Run 1, placement view:
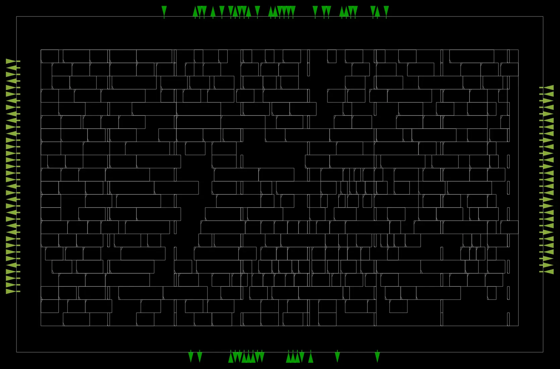
Run 1, ports around the boundary:
Pins as bars across the die edge, other pins in gray.
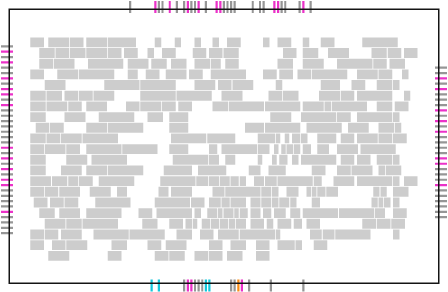
Run 1, cell classes on the final placement:
Fill, decap, tap and diode cells in gray.
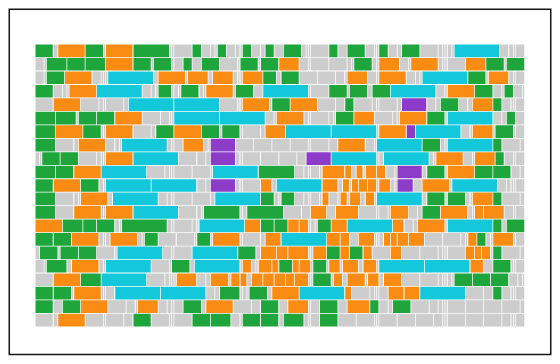
## src/rtl/pc_recovery_ctrl.sv

```systemverilog
// pc_recovery_ctrl: fault-recovery controller steering the PC hold/redirect inputs.
// Ports: clk; reset (async, active-low);
//   stall_req, branch_taken, branch_target: normal pipeline steering requests.
//   fault_detect: one-cycle fault pulse.
//   commit_valid, commit_pc: fault-free retirement and the next checkpoint address.
//   pc_hold, pc_redirect, redirect_addr: pc_control drive.
//   recovering, retry_cnt, fatal_fault: recovery status.
// Optional macro FAULT_TRAP_EN: escalation redirects to TRAP_VEC and resumes,
//   instead of halting until reset.
module pc_recovery_ctrl #(
  parameter int          MAX_RETRY    = 3,
  parameter int          FLUSH_CYCLES = 2,
  parameter logic [31:0] RESET_VEC    = 32'h0000_0000,
  parameter logic [31:0] TRAP_VEC     = 32'h0000_0100
) (
  input  logic        clk,
  input  logic        reset,
  input  logic        stall_req,
  input  logic        branch_taken,
  input  logic [31:0] branch_target,
  input  logic        fault_detect,
  input  logic        commit_valid,
  input  logic [31:0] commit_pc,
  output logic        pc_hold,
  output logic        pc_redirect,
  output logic [31:0] redirect_addr,
  output logic        recovering,
  output logic [3:0]  retry_cnt,
  output logic        fatal_fault
);
  typedef enum logic [2:0] {RUN, FLUSH, REDIRECT, CONFIRM, ESCALATE} state_t;
  localparam logic [3:0] MAX_R   = 4'(MAX_RETRY);
  localparam logic [3:0] FLUSH_N = 4'(FLUSH_CYCLES);
  state_t      state, state_nx;
  logic [31:0] ckpt_pc;
  logic [3:0]  flush_cnt;
  logic        esc_pend;
  logic        enter_flush;
  logic        take_commit;
  assign enter_flush = (state == RUN || state == CONFIRM) && fault_detect;
  assign take_commit = (state == RUN || state == CONFIRM) && commit_valid && !fault_detect;
  assign recovering  = state != RUN;
  always_comb begin
    state_nx      = state;
    pc_hold       = stall_req & ~branch_taken;
    pc_redirect   = branch_taken;
    redirect_addr = branch_target;
    case (state)
      RUN:      state_nx = fault_detect ? FLUSH : RUN;
      FLUSH: begin
        pc_hold     = 1'b1;
        pc_redirect = 1'b0;
        if (flush_cnt <= 4'd1) state_nx = esc_pend ? ESCALATE : REDIRECT;
      end
      REDIRECT: begin
        pc_hold       = 1'b0;
        pc_redirect   = 1'b1;
        redirect_addr = ckpt_pc;
        state_nx      = CONFIRM;
      end
      CONFIRM:  state_nx = fault_detect ? FLUSH : commit_valid ? RUN : CONFIRM;
      ESCALATE: begin
`ifdef FAULT_TRAP_EN
        pc_hold       = 1'b0;
        pc_redirect   = 1'b1;
        redirect_addr = TRAP_VEC;
        state_nx      = RUN;
`else
        pc_hold       = 1'b1;
        pc_redirect   = 1'b0;
`endif
      end
      default:  state_nx = RUN;
    endcase
  end
  always_ff @(posedge clk or negedge reset) begin
    if (!reset) begin
      state       <= RUN;
      ckpt_pc     <= RESET_VEC;
      retry_cnt   <= 4'd0;
      flush_cnt   <= 4'd0;
      esc_pend    <= 1'b0;
      fatal_fault <= 1'b0;
    end else begin
      state <= state_nx;
      // The escalation decision is taken on FLUSH entry; the budget is only consumed when a retry remains.
      if (enter_flush) begin
        flush_cnt <= FLUSH_N;
        esc_pend  <= retry_cnt == MAX_R;
        if (retry_cnt != MAX_R) retry_cnt <= retry_cnt + 4'd1;
      end else if (state == FLUSH) begin
        flush_cnt <= flush_cnt - 4'd1;
      end
      if (take_commit) ckpt_pc <= commit_pc;
      if (take_commit && state == CONFIRM) retry_cnt <= 4'd0;
      if (state == FLUSH && state_nx == ESCALATE) fatal_fault <= 1'b1;
`ifdef FAULT_TRAP_EN
      if (state == ESCALATE) begin
        retry_cnt   <= 4'd0;
        fatal_fault <= 1'b0;
        ckpt_pc     <= TRAP_VEC;
      end
`endif
    end
  end
endmodule

```

## config.mk

```make
export PLATFORM = sky130hd
export DESIGN_NAME = pc_recovery_ctrl
export DESIGN_NICKNAME = d
export VERILOG_FILES = /design/src/rtl/pc_recovery_ctrl.sv
export SDC_FILE = /design/constraint.sdc
export NUM_CORES = 1
export LEC_CHECK = 0
export CORE_ASPECT_RATIO = 0.6
export CORE_MARGIN = 5
export CORE_UTILIZATION = 42
export DETAILED_ROUTE_END_ITERATION = 12
export PLACE_DENSITY = 0.88
export SLEW_MARGIN = 20
export SYNTH_ARGS = -nofsm -noshare
export SYNTH_HDL_FRONTEND = slang
export SYNTH_SLANG_ARGS = --single-unit
export TNS_END_PERCENT = 100
```

## constraint.sdc

```tcl
create_clock -name clk -period 1.75 [get_ports clk]
set_input_delay 0.175 -clock clk [delete_from_list [all_inputs] [get_ports clk]]
set_output_delay 0.175 -clock clk [all_outputs]
set_load 0.02 [all_outputs]
```

==> run summary, run 1 <==
Status -> complete, but fails checks
Failing checks -> setup timing
Total power -> 5270 uW
Die footprint -> 7570 um2
Biggest area cells -> dfrtp_1, mux2_4, mux2_2
CP max FO -> 7
Highest clock rate -> 527 MHz
Area Growth Syn to Fin -> 57.1%
Fraction of registers with async set/reset -> 100%
Critical path arrival -> 1.72 ns
Worst Setup Start Kind -> flip-flop
Fin. max-slew vios -> 0
Final Skew -> 0.00572 ns
Post-route cell area -> 3890 um2
Clock sink total -> 45
TritonCTS clock tree -> done
Antenna-violating nets left -> 0
Most frequent cell after synthesis -> dfrtp_1
Placement Cell Area -> 3740 um2
Global-route wire length before repair -> 9.76 mm
Initial antenna violation count -> 0
Post-synth EDFFs -> 0
Setup repair after global routing missed its margin -> true
FF+latch count, synth -> 45
Log Warnings -> 29
Ports -> 110
CP required -> 1.57 ns
Via count -> 1927
Total CTS buffers -> 5
Final WS setup -> -0.148 ns
Nets at Floorplan -> 262
YS warnings -> 0
Setup Viol. Count Final -> 32
Largest net degree at the start of global routing -> 30
Max IR drop VDD -> 0.568 mV
Root buffer cell -> clkbuf_8
Seq share, synth -> 45.5%
Number of port buffers -> 109
GR Overflow Total -> 0
Mean Syn Cell Area -> 13.1 um2
CP Capture Type -> output port
Setup CP Type -> reg -> out
Yosys top cell by area -> dfrtp_1
Pre-Place Util -> 43.8%
Main flop type -> dfrtp_1
Maximum buffer depth of the clock tree -> 2
Cell Area, Synth -> 2470 um2
First-pass detailed-route iteration total -> 4
Hold Fails Final Rpt -> 0
Synth Instances -> 189
Iter 0 DRT Violations -> 64
All-Layer GR Usage -> 16.0%
Power per cell area -> 1360 nW/um2
Drt drc -> 0
Period minus WS final -> 1.90 ns
Total detailed-routing wirelength -> 6.54 mm
Slew @ Worst Pin -> 0.667 ns
Vias per cell -> 4.89
Pleak -> 0.00182 uW
Dominant cell area share -> 45.5%
Routed length per instance -> 16.6 um
Clk_lat worst skew -> 0.29 ns
Clock Pin Slew Worst Setup and Hold Paths -> 0.08 ns
Yosys cell count -> 189
Crit share post-route -> 108%
Worst hold path class -> in -> async
Yosys chip area -> 2470 um2
RePlAce Congestion -> 0.843
Die x size -> 109 um
Core area -> 5650 um2
H-tree depth -> 2
Vias in the first global route -> 1938
Final HPWL DP -> 4.88 mm
Inserted Diodes -> 0
Synth cell count leaders -> dfrtp_1, mux2_2, mux2_4
Layout cell share with drive strength beyond 1 -> 41.7%
Max transition margin -> 55.5%
Cell Type Count -> 36
Final Util -> 68.8%
Maxcap violations -> 0
Die H -> 69.4 um
Nets -> 386
## Picture notes: 'placement view'
Rows: 21
sequential cell area share: 29.0%

## Picture notes: 'ports around the boundary'
[magenta] redirect_addr | pins: 32 | direction: output | edge: 12 left, 9 top, 8 right, 3 bottom
[orange] commit_valid | pins: 1 | direction: input | edge: bottom
[cyan] retry_cnt | pins: 4 | direction: output | edge: bottom
all pins by edge: 36 left, 29 right, 28 top, 17 bottom

## Picture notes: 'cell classes on the final placement'
[cyan] sequential cells | cells: 45
[orange] remaining logic cells | cells: 133
[green] remaining buffers and delay cells | cells: 128
[purple] clock drivers and dummy loads | cells: 8

==> run 1: kinds of logic after synthesis <==
logic type / count (synthesis) / share of synthesized area [%]
buf+inv: 17 / 3.74
flops: 45 / 45.5
mux: 68 / 35.4
simple gates: 33 / 7.99
fa+ha+maj: 3 / 1.52
xor+xnor: 2 / 0.708
compound gates: 21 / 5.16
==> run 1: cell type report <==
type	instances	area (um2)
well taps	80	100
clock buffers	6	82.6
inverters	6	22.5
multi-input cells	127	1320
flip-flops and latches	45	1130
repair buffers	128	1220
fillers	407	1760
clock inverters	2	13.8
==> run 1: per-stage QoR <==
step	setup slack (ns)	TNS (ns)	hold WS [ns]	std cells
after global placement	-0.215	-6.48	0.244	382
after detailed placement	-0.280	-8.33	0.249	382
final	-0.148	-3.24	0.462	394
after global routing	-0.220	-5.77	0.477	394
after CTS	-0.179	-3.22	0.482	393
after floorplan	0.105	0	-0.121	189
==> run 1: critical path: stages (launching register included) <==
cell and delay (ns):
dfrtp_1 0.40, nor2_2 0.14, and2_4 0.21, buf_12 0.14, buf_4 0.11, mux2_4 0.30, buf_6 0.13
==> run 1: flip-flops by register name (all words and copies together), names as in the netlist <==
signal / flops
fatal_fault: 1
retry_cnt: 4
state: 3
ckpt_pc: 32
esc_pend: 1
flush_cnt: 4
==> run 1: final timing paths <==
check | from | end | slack (ns) | cells past startpoint
max | state[2] | redirect_addr[25] | -0.15 | 6
max reg2reg | state[1] | flush_cnt[3] | 0.10 | 4
max in group asynchronous | reset | ckpt_pc[12] | 0.70 | 3
min | reset | ckpt_pc[31] | 0.46 | 2
min in group clk | fatal_fault | fatal_fault | 0.48 | 1
min reg2reg | fatal_fault | fatal_fault | 0.48 | 1
==> run 1: power breakdown <==
part	internal [uW]	leakage (uW)	total, uW	switching (uW)
clock	320	0.0000512	659	339
sequential	1550	0.000544	1920	363
combinational	1590	0.00122	2690	1110
==> run 1: routing by layer <==
layer	vias to the layer above	part of all wire, %	GRT usage, %
met3	2	8.9	5.21
met5	-	0	0
met4	0	0.20	2.10
met2	77	44	24.9
li1	922	-	-
met1	926	47	22.3
==> run 1: timing repair <==
action                                  CTS  global route
endpoints found under the hold margin    27             0
cloned                                    0             1
hold buffers                              1             0
resized                                 136            50
buffers inserted                          2             0
endpoints found under the setup margin   35            35
pin swaps                                 0             2
==> run 1: cell usage in the layout, fill, tap and decap left out, types with 2 or more instances in the layout <==
cell type and count:
buf_12 4, a31o_2 2, buf_4 14, mux2_4 44, ha_1 3, clkbuf_8 6
nor2_1 6, inv_1 6, clkdlybuf4s50_1 73, nor2b_1 4, or3_1 4, mux2_2 19
o21ai_0 8, buf_2 18, nor3b_1 2, mux2_1 2, a21oi_1 6, nand3b_1 3
buf_6 15, dfrtp_1 45, xnor2_1 2, mux2i_1 3
==> run 2, diff against run 1 <==
- PLACE_DENSITY: 0.88 -> unset
- PLACE_DENSITY_LB_ADDON: unset -> 0.1
==> run summary, run 2 <==
Max IR drop VDD -> 0.808 mV (was 0.568 mV)
Max FFs per register -> 32 (unchanged)
Iter 0 DRT Violations -> 59 (was 64)
Pleak -> 0.00182 uW (about the same)
All-Layer GR Usage -> 16.5% (was 16.0%)
Setup repair after global routing missed its margin -> true (unchanged)
Dominant cell area share -> 45.5% (unchanged)
GR Overflow Total -> 0 (unchanged)
Die x size -> 109 um (unchanged)
Nets -> 385 (was 386)
Nets at Floorplan -> 262 (unchanged)
Routed length per instance -> 15.5 um (was 16.6 um)
Global-route wire length before repair -> 9.92 mm (was 9.76 mm)
Clock sink total -> 45 (unchanged)
Crit share post-route -> 108% (about the same)
Commonest Layout Cell -> clkdlybuf4s50_1 (unchanged)
Fin. max-slew vios -> 0 (unchanged)
Layout cell share with drive strength beyond 1 -> 41.5% (was 41.7%)
Status -> complete, but fails checks (unchanged)
TritonCTS clock tree -> done (unchanged)
Synth Instances -> 189 (unchanged)
Mean Syn Cell Area -> 13.1 um2 (unchanged)
Cell Area, Synth -> 2470 um2 (unchanged)
Period minus WS final -> 1.88 ns (was 1.90 ns)
Fraction of registers with async set/reset -> 100% (unchanged)
Pre-CTS WS -> -0.272 ns (was -0.280 ns)
Initial antenna violation count -> 0 (unchanged)
Total CTS buffers -> 5 (unchanged)
Yosys chip area -> 2470 um2 (unchanged)
Max transition margin -> 69.7% (was 55.5%)
Final Skew -> 0.00669 ns (was 0.00572 ns)
Ports -> 110 (unchanged)
Hold Fails Final Rpt -> 0 (unchanged)
Final WS setup -> -0.132 ns (was -0.148 ns)
Pre-Place Util -> 43.8% (unchanged)
H-tree depth -> 2 (unchanged)
Log Warnings -> 29 (unchanged)
Worst hold path class -> in -> async (unchanged)
Setup CP Type -> reg -> out (unchanged)
Cell Type Count -> 36 (unchanged)
Setup Viol. Count Final -> 32 (unchanged)
Vias per cell -> 4.81 (was 4.89)
Worst Setup Start Kind -> flip-flop (unchanged)
Die footprint -> 7570 um2 (unchanged)
Inserted Diodes -> 0 (unchanged)
FF+latch count, synth -> 45 (unchanged)
Post-synth EDFFs -> 0 (unchanged)
Highest clock rate -> 531 MHz (was 527 MHz)
CP peak stage delay -> 0.40 ns (about the same)
Filler cells -> 416 (was 407)
Critical path arrival -> 1.71 ns (was 1.72 ns)
Failing checks -> setup timing (unchanged)
Biggest regs -> ckpt_pc x32, flush_cnt x4, retry_cnt x4 (unchanged)
YS warnings -> 0 (unchanged)
CP Capture Type -> output port (unchanged)
Flop area -> 1130 um2 (unchanged)
Via count -> 1891 (was 1927)
==> run 2: cell counts after synthesis <==
No cell type changed its count.
==> run 2: metrics by stage <==
stage	std cells	instance area, um2	setup TNS, ns
floorplan	189	2470	0
global placement	380	3720	-6.23
detailed placement	380	3720	-7.73
CTS	393	3840	-4.52
global route	393	3900	-4.79
finish	393	3900	-3.12
==> run 2: path summary, 6_finish.rpt <==
path | startpoint | end | slack, ns | cells after the start
max in group asynchronous | reset | ckpt_pc[14] | 0.88 | 3
setup / recovery | state[2] | redirect_addr[14] | -0.13 | 5
min in group clk | commit_pc[16] | ckpt_pc[16] | 0.49 | 2
setup reg to reg | state[1] | flush_cnt[3] | 0.09 | 4
hold reg to reg | fatal_fault | fatal_fault | 0.49 | 1
hold / removal | reset | ckpt_pc[24] | 0.37 | 2
==> run 2: logic make-up (layout without fill, tap and decap cells) <==
logic type / count (synthesis) / count (layout) / synth area share, %
adder cells (fa/ha/maj): 3 / 3 / 1.52
XOR/XNOR: 2 / 2 / 0.708
buffers and inverters: 17 / 141 / 3.74
flip-flops: 45 / 45 / 45.5
AND/OR/NAND/NOR: 33 / 33 / 7.99
AND-OR/OR-AND: 21 / 21 / 5.16
multiplexers: 68 / 68 / 35.4
==> run 2: layout make-up <==
cell class              instances  area share, %
clock inverters                 3           1.67
multi-input cells             127           33.7
flip-flops and latches         45           28.9
well taps                      80           2.57
repair buffers                127           30.8
inverters                       6          0.578
clock buffers                   5           1.77
==> run 2: where the power goes <==
group / internal, uW / switching (uW)
combinational: 1570 / 1070
sequential: 1550 / 333
clock: 567 / 344
total: 3690 / 1750
==> run 2: what timing repair did <==
action | in CTS | in global routing
setup buffers | 3 | 1
gates resized | 156 | 32
gates cloned | 1 | 0
pin swaps | 1 | 2
setup endpoints to repair | 35 | 34
endpoints found under the hold margin | 17 | 0
hold buffers | 1 | 0
==> run 2: metal layers <==
metal | track usage (%) | up-vias | share of wire [%]
met1 | 22.6 | 897 | 47
met5 | 0 | - | 0
met2 | 24.9 | 72 | 44
li1 | - | 916 | -
met3 | 5.77 | 6 | 8.5
met4 | 4.20 | 0 | 0.97
==> run 2: critical path, delay by kind of cell (launching register included) <==
kind	cells	cell delay, ns
AND/OR/NAND/NOR	2	0.34
multiplexers	1	0.34
buffers and inverters	2	0.32
flip-flops	1	0.40
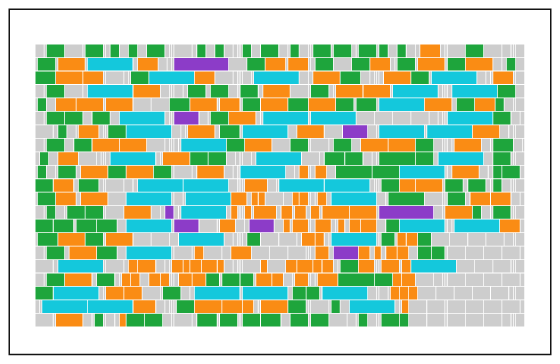
Run 2: cell classes on the final placement
Fill, decap, tap and diode cells in gray.
[green] remaining buffers and delay cells | cells: 127
[orange] remaining logic cells | cells: 133
[cyan] sequential cells | cells: 45
[purple] clock drivers and dummy loads | cells: 8

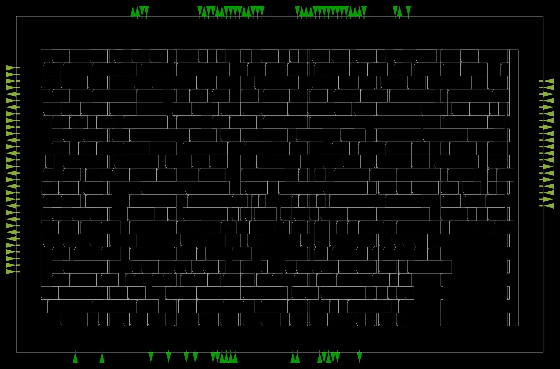
Run 2: placement view
# Taps: 80
sequential cell area share: 28.9%
Final Util: 69.0%
filler-free cell count of the finished design: 393

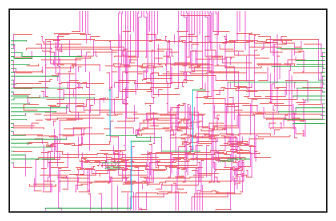
Run 2: routed metal, one color a layer
[green] M3 | wire length: 520 um
[magenta] M2 | wire length: 2660 um
[cyan] M4 | wire length: 59.8 um
[red] M1 | wire length: 2860 um

Power and IR drop assume default switching activity.
